**config.mk**
```make
export PLATFORM = sky130hd
export DESIGN_NAME = lsu_mem_initiator
export DESIGN_NICKNAME = d
export VERILOG_FILES = /design/src/rtl/lsu_pkg.sv /design/src/rtl/lsu_load_align.sv /design/src/rtl/lsu_mem_initiator.sv
export SDC_FILE = /design/constraint.sdc
export NUM_CORES = 1
export LEC_CHECK = 0
export CAP_MARGIN = 20
export CORE_UTILIZATION = 35
export DETAILED_ROUTE_END_ITERATION = 8
export HOLD_SLACK_MARGIN = 0.08
export PLACE_DENSITY = 0.78
export SYNTH_ARGS = -nofsm -noshare
export SYNTH_HDL_FRONTEND = slang
export SYNTH_SLANG_ARGS = --single-unit
```
**constraint.sdc**
```tcl
create_clock -name clk -period 1.65 [get_ports clk]
set_input_delay 0.165 -clock clk [delete_from_list [all_inputs] [get_ports clk]]
set_output_delay 0.165 -clock clk [all_outputs]
set_load 0.01 [all_outputs]
```
**src/rtl/lsu_pkg.sv**
```systemverilog
// ============================================================================
// Module   : lsu_pkg
// Brief    : Shared funct3 codes, byte-lane masks and FSM states for the LSU.
// Revision : 1.0 - initial release
// ============================================================================
`default_nettype none

package lsu_pkg;

    localparam logic [2:0] F3_B  = 3'b000;
    localparam logic [2:0] F3_H  = 3'b001;
    localparam logic [2:0] F3_W  = 3'b010;
    localparam logic [2:0] F3_BU = 3'b100;
    localparam logic [2:0] F3_HU = 3'b101;

    localparam logic [3:0] MASK_B = 4'b0001;
    localparam logic [3:0] MASK_H = 4'b0011;
    localparam logic [3:0] MASK_W = 4'b1111;

    typedef enum logic [1:0] {
        IDLE   = 2'd0,
        ACCESS = 2'd1,
        WAIT   = 2'd2,
        DONE   = 2'd3
    } lsu_state_t;

    // Width is funct3[1:0]: 00 byte, 01 half, 1x word.
    function automatic logic check_misaligned(input logic [2:0] f3, input logic [1:0] off);
        logic r;
        r = 1'b0;
        if (f3[1:0] == F3_H[1:0])
            r = off[0];
        else if (f3[1:0] == F3_W[1:0] || f3[1:0] == 2'b11)
            r = (off != 2'b00);
        return r;
    endfunction

endpackage

`default_nettype wire

```
**src/rtl/lsu_load_align.sv**
```systemverilog
// ============================================================================
// Module   : lsu_load_align
// Brief    : Selects the byte/half of a memory word and sign/zero-extends it.
// Revision : 1.0 - initial release
// ============================================================================
`default_nettype none

module lsu_load_align
    import lsu_pkg::*;
(
    input  logic [31:0] i_data,
    input  logic [1:0]  i_offset,
    input  logic [2:0]  i_funct3,
    output logic [31:0] o_rdata
);

    logic [7:0]  w_byte;
    logic [15:0] w_half;

    always_comb begin
        case (i_offset)
            2'd1:    w_byte = i_data[15:8];
            2'd2:    w_byte = i_data[23:16];
            2'd3:    w_byte = i_data[31:24];
            default: w_byte = i_data[7:0];
        endcase
        w_half = i_offset[1] ? i_data[31:16] : i_data[15:0];
    end

    always_comb begin
        o_rdata = i_data;
        case (i_funct3)
            F3_B:    o_rdata = {{24{w_byte[7]}}, w_byte};
            F3_BU:   o_rdata = {24'd0, w_byte};
            F3_H:    o_rdata = {{16{w_half[15]}}, w_half};
            F3_HU:   o_rdata = {16'd0, w_half};
            default: o_rdata = i_data;
        endcase
    end

endmodule

`default_nettype wire

```
**src/rtl/lsu_mem_initiator.sv**
```systemverilog
// ============================================================================
// Module   : lsu_mem_initiator
// Brief    : Turns one core load/store into a single masked word-memory access.
// Options  : LSU_MISALIGN_TRAP_EN - trap misaligned H/W accesses instead of
//            issuing them aligned down (adds the lsu_misaligned port).
// Revision : 1.0 - initial release
// ============================================================================
`default_nettype none

module lsu_mem_initiator
    import lsu_pkg::*;
#(
    parameter int ADDR_W = 8
) (
    input  logic              clk,
    input  logic              rst,
    input  logic              lsu_start,
    input  logic              lsu_we,
    input  logic [2:0]        lsu_funct3,
    input  logic [31:0]       lsu_addr,
    input  logic [31:0]       lsu_wdata,
    output logic              lsu_busy,
    output logic              lsu_done,
    output logic [31:0]       lsu_rdata,
`ifdef LSU_MISALIGN_TRAP_EN
    output logic              lsu_misaligned,
`endif
    output logic              request,
    output logic              we_re,
    output logic [ADDR_W-1:0] address,
    output logic [31:0]       data_in,
    output logic [3:0]        mask,
    input  logic              valid,
    input  logic [31:0]       data_out
);

    lsu_state_t  r_state;
    lsu_state_t  w_state_nxt;
    logic [1:0]  r_offset;
    logic [2:0]  r_funct3;
    logic        r_we;
    logic        w_issue;
    logic        w_trap;
    logic        w_capture;
    logic        w_misalign;
    logic [3:0]  w_mask;
    logic [31:0] w_wdata;
    logic [31:0] w_load_val;
    logic        w_unused_addr;

    // Upper address bits wrap modulo the memory size.
    assign w_unused_addr = ^lsu_addr[31:ADDR_W+2];

`ifdef LSU_MISALIGN_TRAP_EN
    assign w_misalign = check_misaligned(lsu_funct3, lsu_addr[1:0]);
`else
    assign w_misalign = 1'b0;
`endif

    assign lsu_busy = (r_state != IDLE);

    always_ff @(posedge clk or negedge rst) begin
        if (!rst)
            r_state <= IDLE;
        else
            r_state <= w_state_nxt;
    end

    always_comb begin
        w_state_nxt = r_state;
        w_issue     = 1'b0;
        w_trap      = 1'b0;
        w_capture   = 1'b0;
        case (r_state)
            IDLE: begin
                if (lsu_start) begin
                    if (w_misalign) begin
                        w_trap      = 1'b1;
                        w_state_nxt = DONE;
                    end else begin
                        w_issue     = 1'b1;
                        w_state_nxt = ACCESS;
                    end
                end
            end
            ACCESS: w_state_nxt = r_we ? DONE : WAIT;
            WAIT: begin
                if (valid) begin
                    w_capture   = 1'b1;
                    w_state_nxt = DONE;
                end
            end
            DONE:    w_state_nxt = IDLE;
            default: w_state_nxt = IDLE;
        endcase
    end

    // Halfword lanes follow offset[1] only, so a misaligned half lands aligned down.
    always_comb begin
        w_mask  = MASK_W;
        w_wdata = lsu_wdata;
        case (lsu_funct3[1:0])
            F3_B[1:0]: begin
                w_mask  = MASK_B << lsu_addr[1:0];
                w_wdata = {4{lsu_wdata[7:0]}};
            end
            F3_H[1:0]: begin
                w_mask  = MASK_H << {lsu_addr[1], 1'b0};
                w_wdata = {2{lsu_wdata[15:0]}};
            end
            default: begin
                w_mask  = MASK_W;
                w_wdata = lsu_wdata;
            end
        endcase
    end

    lsu_load_align u_load_align (
        .i_data   (data_out),
        .i_offset (r_offset),
        .i_funct3 (r_funct3),
        .o_rdata  (w_load_val)
    );

    always_ff @(posedge clk or negedge rst) begin
        if (!rst) begin
            request   <= 1'b0;
            we_re     <= 1'b0;
            address   <= '0;
            data_in   <= 32'd0;
            mask      <= 4'd0;
            lsu_done  <= 1'b0;
            lsu_rdata <= 32'd0;
            r_offset  <= 2'd0;
            r_funct3  <= 3'd0;
            r_we      <= 1'b0;
`ifdef LSU_MISALIGN_TRAP_EN
            lsu_misaligned <= 1'b0;
`endif
        end else begin
            request  <= w_issue;
            lsu_done <= (w_state_nxt == DONE);
`ifdef LSU_MISALIGN_TRAP_EN
            lsu_misaligned <= w_trap;
`endif
            if (w_issue) begin
                r_offset <= lsu_addr[1:0];
                r_funct3 <= lsu_funct3;
                r_we     <= lsu_we;
                we_re    <= lsu_we;
                address  <= lsu_addr[ADDR_W+1:2];
                mask     <= lsu_we ? w_mask : 4'd0;
                data_in  <= w_wdata;
            end
            if (w_capture)
                lsu_rdata <= w_load_val;
        end
    end

endmodule

`default_nettype wire

```
### The metal 1 layer

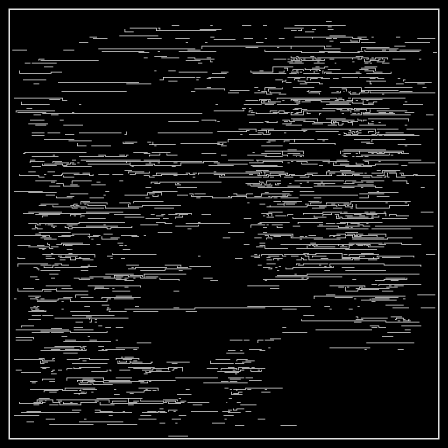
596 nets have wire on it. The layer holds 40% of the routed length. The layer carries 5290 um of wire.

### Metal 2

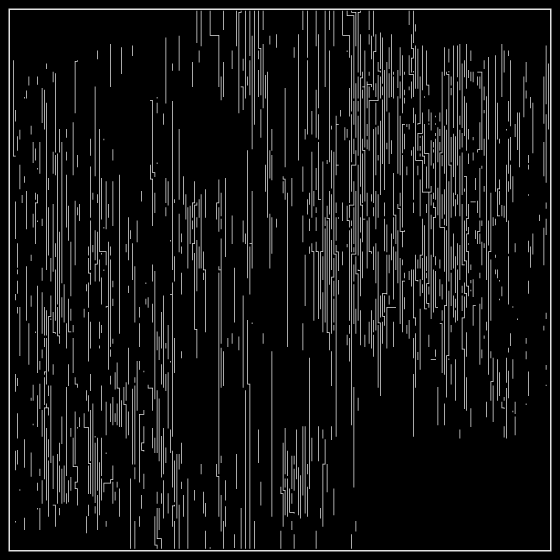
The layer carries 6160 um of wire. The longest straight run is 41.8 um. The layer holds 47% of the routed length. The wires run mostly vertical. 626 nets have wire on it.

critical path, cell delays in order, from the launching register on:
cell and delay, ns:
dfrtp_1 0.40, mux2i_2 0.17, or4_4 0.43, and4_4 0.21
buf_12 0.15, a211oi_2 0.20
power by group:
part           internal, W  leakage, nW  total (W)  switching, W
logic              0.00352         1.70    0.00640       0.00289
registers          0.00314         1.04    0.00374      0.000597
clock network      0.00157        0.176    0.00244      0.000872
total              0.00822         2.91     0.0126       0.00436
worst paths after layout:
check | end | slack [ns]
min in group clk | r_funct3[2]$_DFFE_PN0P_ | 0.39
max in group asynchronous | lsu_rdata[0]$_DFFE_PN0P_ | 0.68
hold reg to reg | data_in[28]$_DFFE_PN0P_ | 0.48
hold / removal | lsu_rdata[31]$_DFFE_PN0P_ | 0.29
setup reg to reg | lsu_rdata[21]$_DFFE_PN0P_ | 0.004
setup / recovery | lsu_rdata[21]$_DFFE_PN0P_ | 0.004
final cells by class:
class / count / area share [%]
clock inverters: 5 / 1.51
well taps: 143 / 2.61
clock buffers: 11 / 3.68
flip-flops and latches: 86 / 31.4
multi-input cells: 297 / 29.9
repair buffers: 209 / 30.4
inverters: 9 / 0.547
layer usage:
layer | vias up | global-route usage, %
met3 | 27 | 9.23
li1 | 1870 | -
met4 | 0 | 9.69
met1 | 1883 | 25.3
met5 | - | 0
met2 | 206 | 35.3
layout by cell type (no fill, tap or decap), types with 9 or more instances in the layout:
| master | Yosys | final |
|---|---|---|
| dfrtp_1 | 86 | 86 |
| mux2_2 | 25 | 24 |
| nor2_1 | 31 | 30 |
| clkbuf_16 | 0 | 10 |
| nand2_1 | 60 | 57 |
| a211oi_2 | 10 | 15 |
| a21oi_1 | 34 | 34 |
| nand3b_1 | 9 | 9 |
| o21ai_0 | 44 | 43 |
| buf_4 | 1 | 36 |
| clkdlybuf4s50_1 | 0 | 159 |
| mux2i_1 | 29 | 27 |
through the flow:
step	instance area (um^2)	utilization [%]	setup slack [ns]
finish	6860	58.8	0.00393
global route	6860	58.8	-0.0510
CTS	6650	57.0	-0.0130
detailed placement	6250	53.6	-0.380
global placement	6250	53.6	-0.278
floorplan	4270	-	0.0152
state kept, by name (all words and copies together) (netlist names):
signal	flops
r_state	2
request	1
data_in	32
we_re	1
r_funct3	3
mask	4
address	8
lsu_done	1
r_offset	2
lsu_rdata	32
cell families after synthesis:
logic type,count (synthesis)
and+or+nand+nor,122
muxes,54
buffers and inverters,38
DFF,86
AOI/OAI and AO/OA,117
adders and majority gates,4
what timing repair did:
action | 4_1_cts | 5_1_grt
setup endpoints to repair | 33 | 57
hold buffers | 1 | 0
cloned | 0 | 2
pin swaps | 0 | 5
buffers inserted | 0 | 10
gates resized | 9 | 25
endpoints found under the hold margin | 54 | 0
==> out/results.md <==
| Quantity | This run |
|:---|:---|
| Core Rows | 39 |
| Antenna violations before repair | 0 |
| Startpoint of the most critical register-to-register path | r_offset[0]$_DFFE_PN0P_ |
| H-Tree Depth | 3 |
| Count of antenna diodes in the layout | 0 |
| Basic Gates by Area | 13.0% |
| Most common flop cell mapped by yosys | dfrtp_1 |
| Hold/Removal Path Class | primary input to asynchronous set/reset pin |
| Run status | completed |
| Grt ovf | 0 |
| Wl on met1 | 5290 um |
| Post-synthesis net count | 529 |
| Vias in the first global route | 4240 |
| Met2 Wirelength | 6160 um |
| Maximum clock frequency | 608 MHz |
| Final period demand of the worst path | 1.65 ns |
| Setup clock skew after layout | 0.00695 ns |
| Critical Setup Path Class | flip-flop to flip-flop |
| Synth flops | 86 |
| Post-route fraction of the period consumed by the critical path | 99.8% |
| Fraction of registers with async set or reset after synthesis | 100% |
| Startpoint class of the critical path | flip-flop |
| Final weighted congestion of routability-driven global placement | 0.873 |
| Area fraction in xor and xnor cells | 0% |
| Starting DRT DRC Count | 226 |
| Vias | 3986 |
| Yosys warning total | 0 |
| Syn-to-layout area delta | 61.0% |
| Floorplan die width | 112 um |
| Comb. cell area | 2050 um^2 |
| Worst EP arrival | 1.90 ns |
| Power after layout | 0.0126 W |
| Overall global routing resource usage | 21.8% |
| Initial Utilization | 36.6% |
| Total core area | 11700 um^2 |
| Number of distinct standard cells referenced by the synthesized netlist | 48 |
| Peak fanout along the critical path | 10 |
| Height of the die | 112 um |
| Worst-margin pin slew | 0.457 ns |
| Leakage power summed over all cells | 2.91 nW |
| Post-synthesis instance area | 4260 um^2 |
| Beginning of the critical path | r_offset[0]$_DFFE_PN0P_ |
| Number of flops mapped to enable cells by yosys | 0 |
| Endpoints failing setup | 0 |
| Fraction of layout cells with a size suffix above 1 | 20.7% |
| Worst Reg-to-Reg Cells | 5 |
| Synthesized area per cell | 10.1 um^2 |
| Largest family of logic cells by area | AND-OR/OR-AND gates |
Power figures rest on the tool's default switching activity, not on a simulated workload.
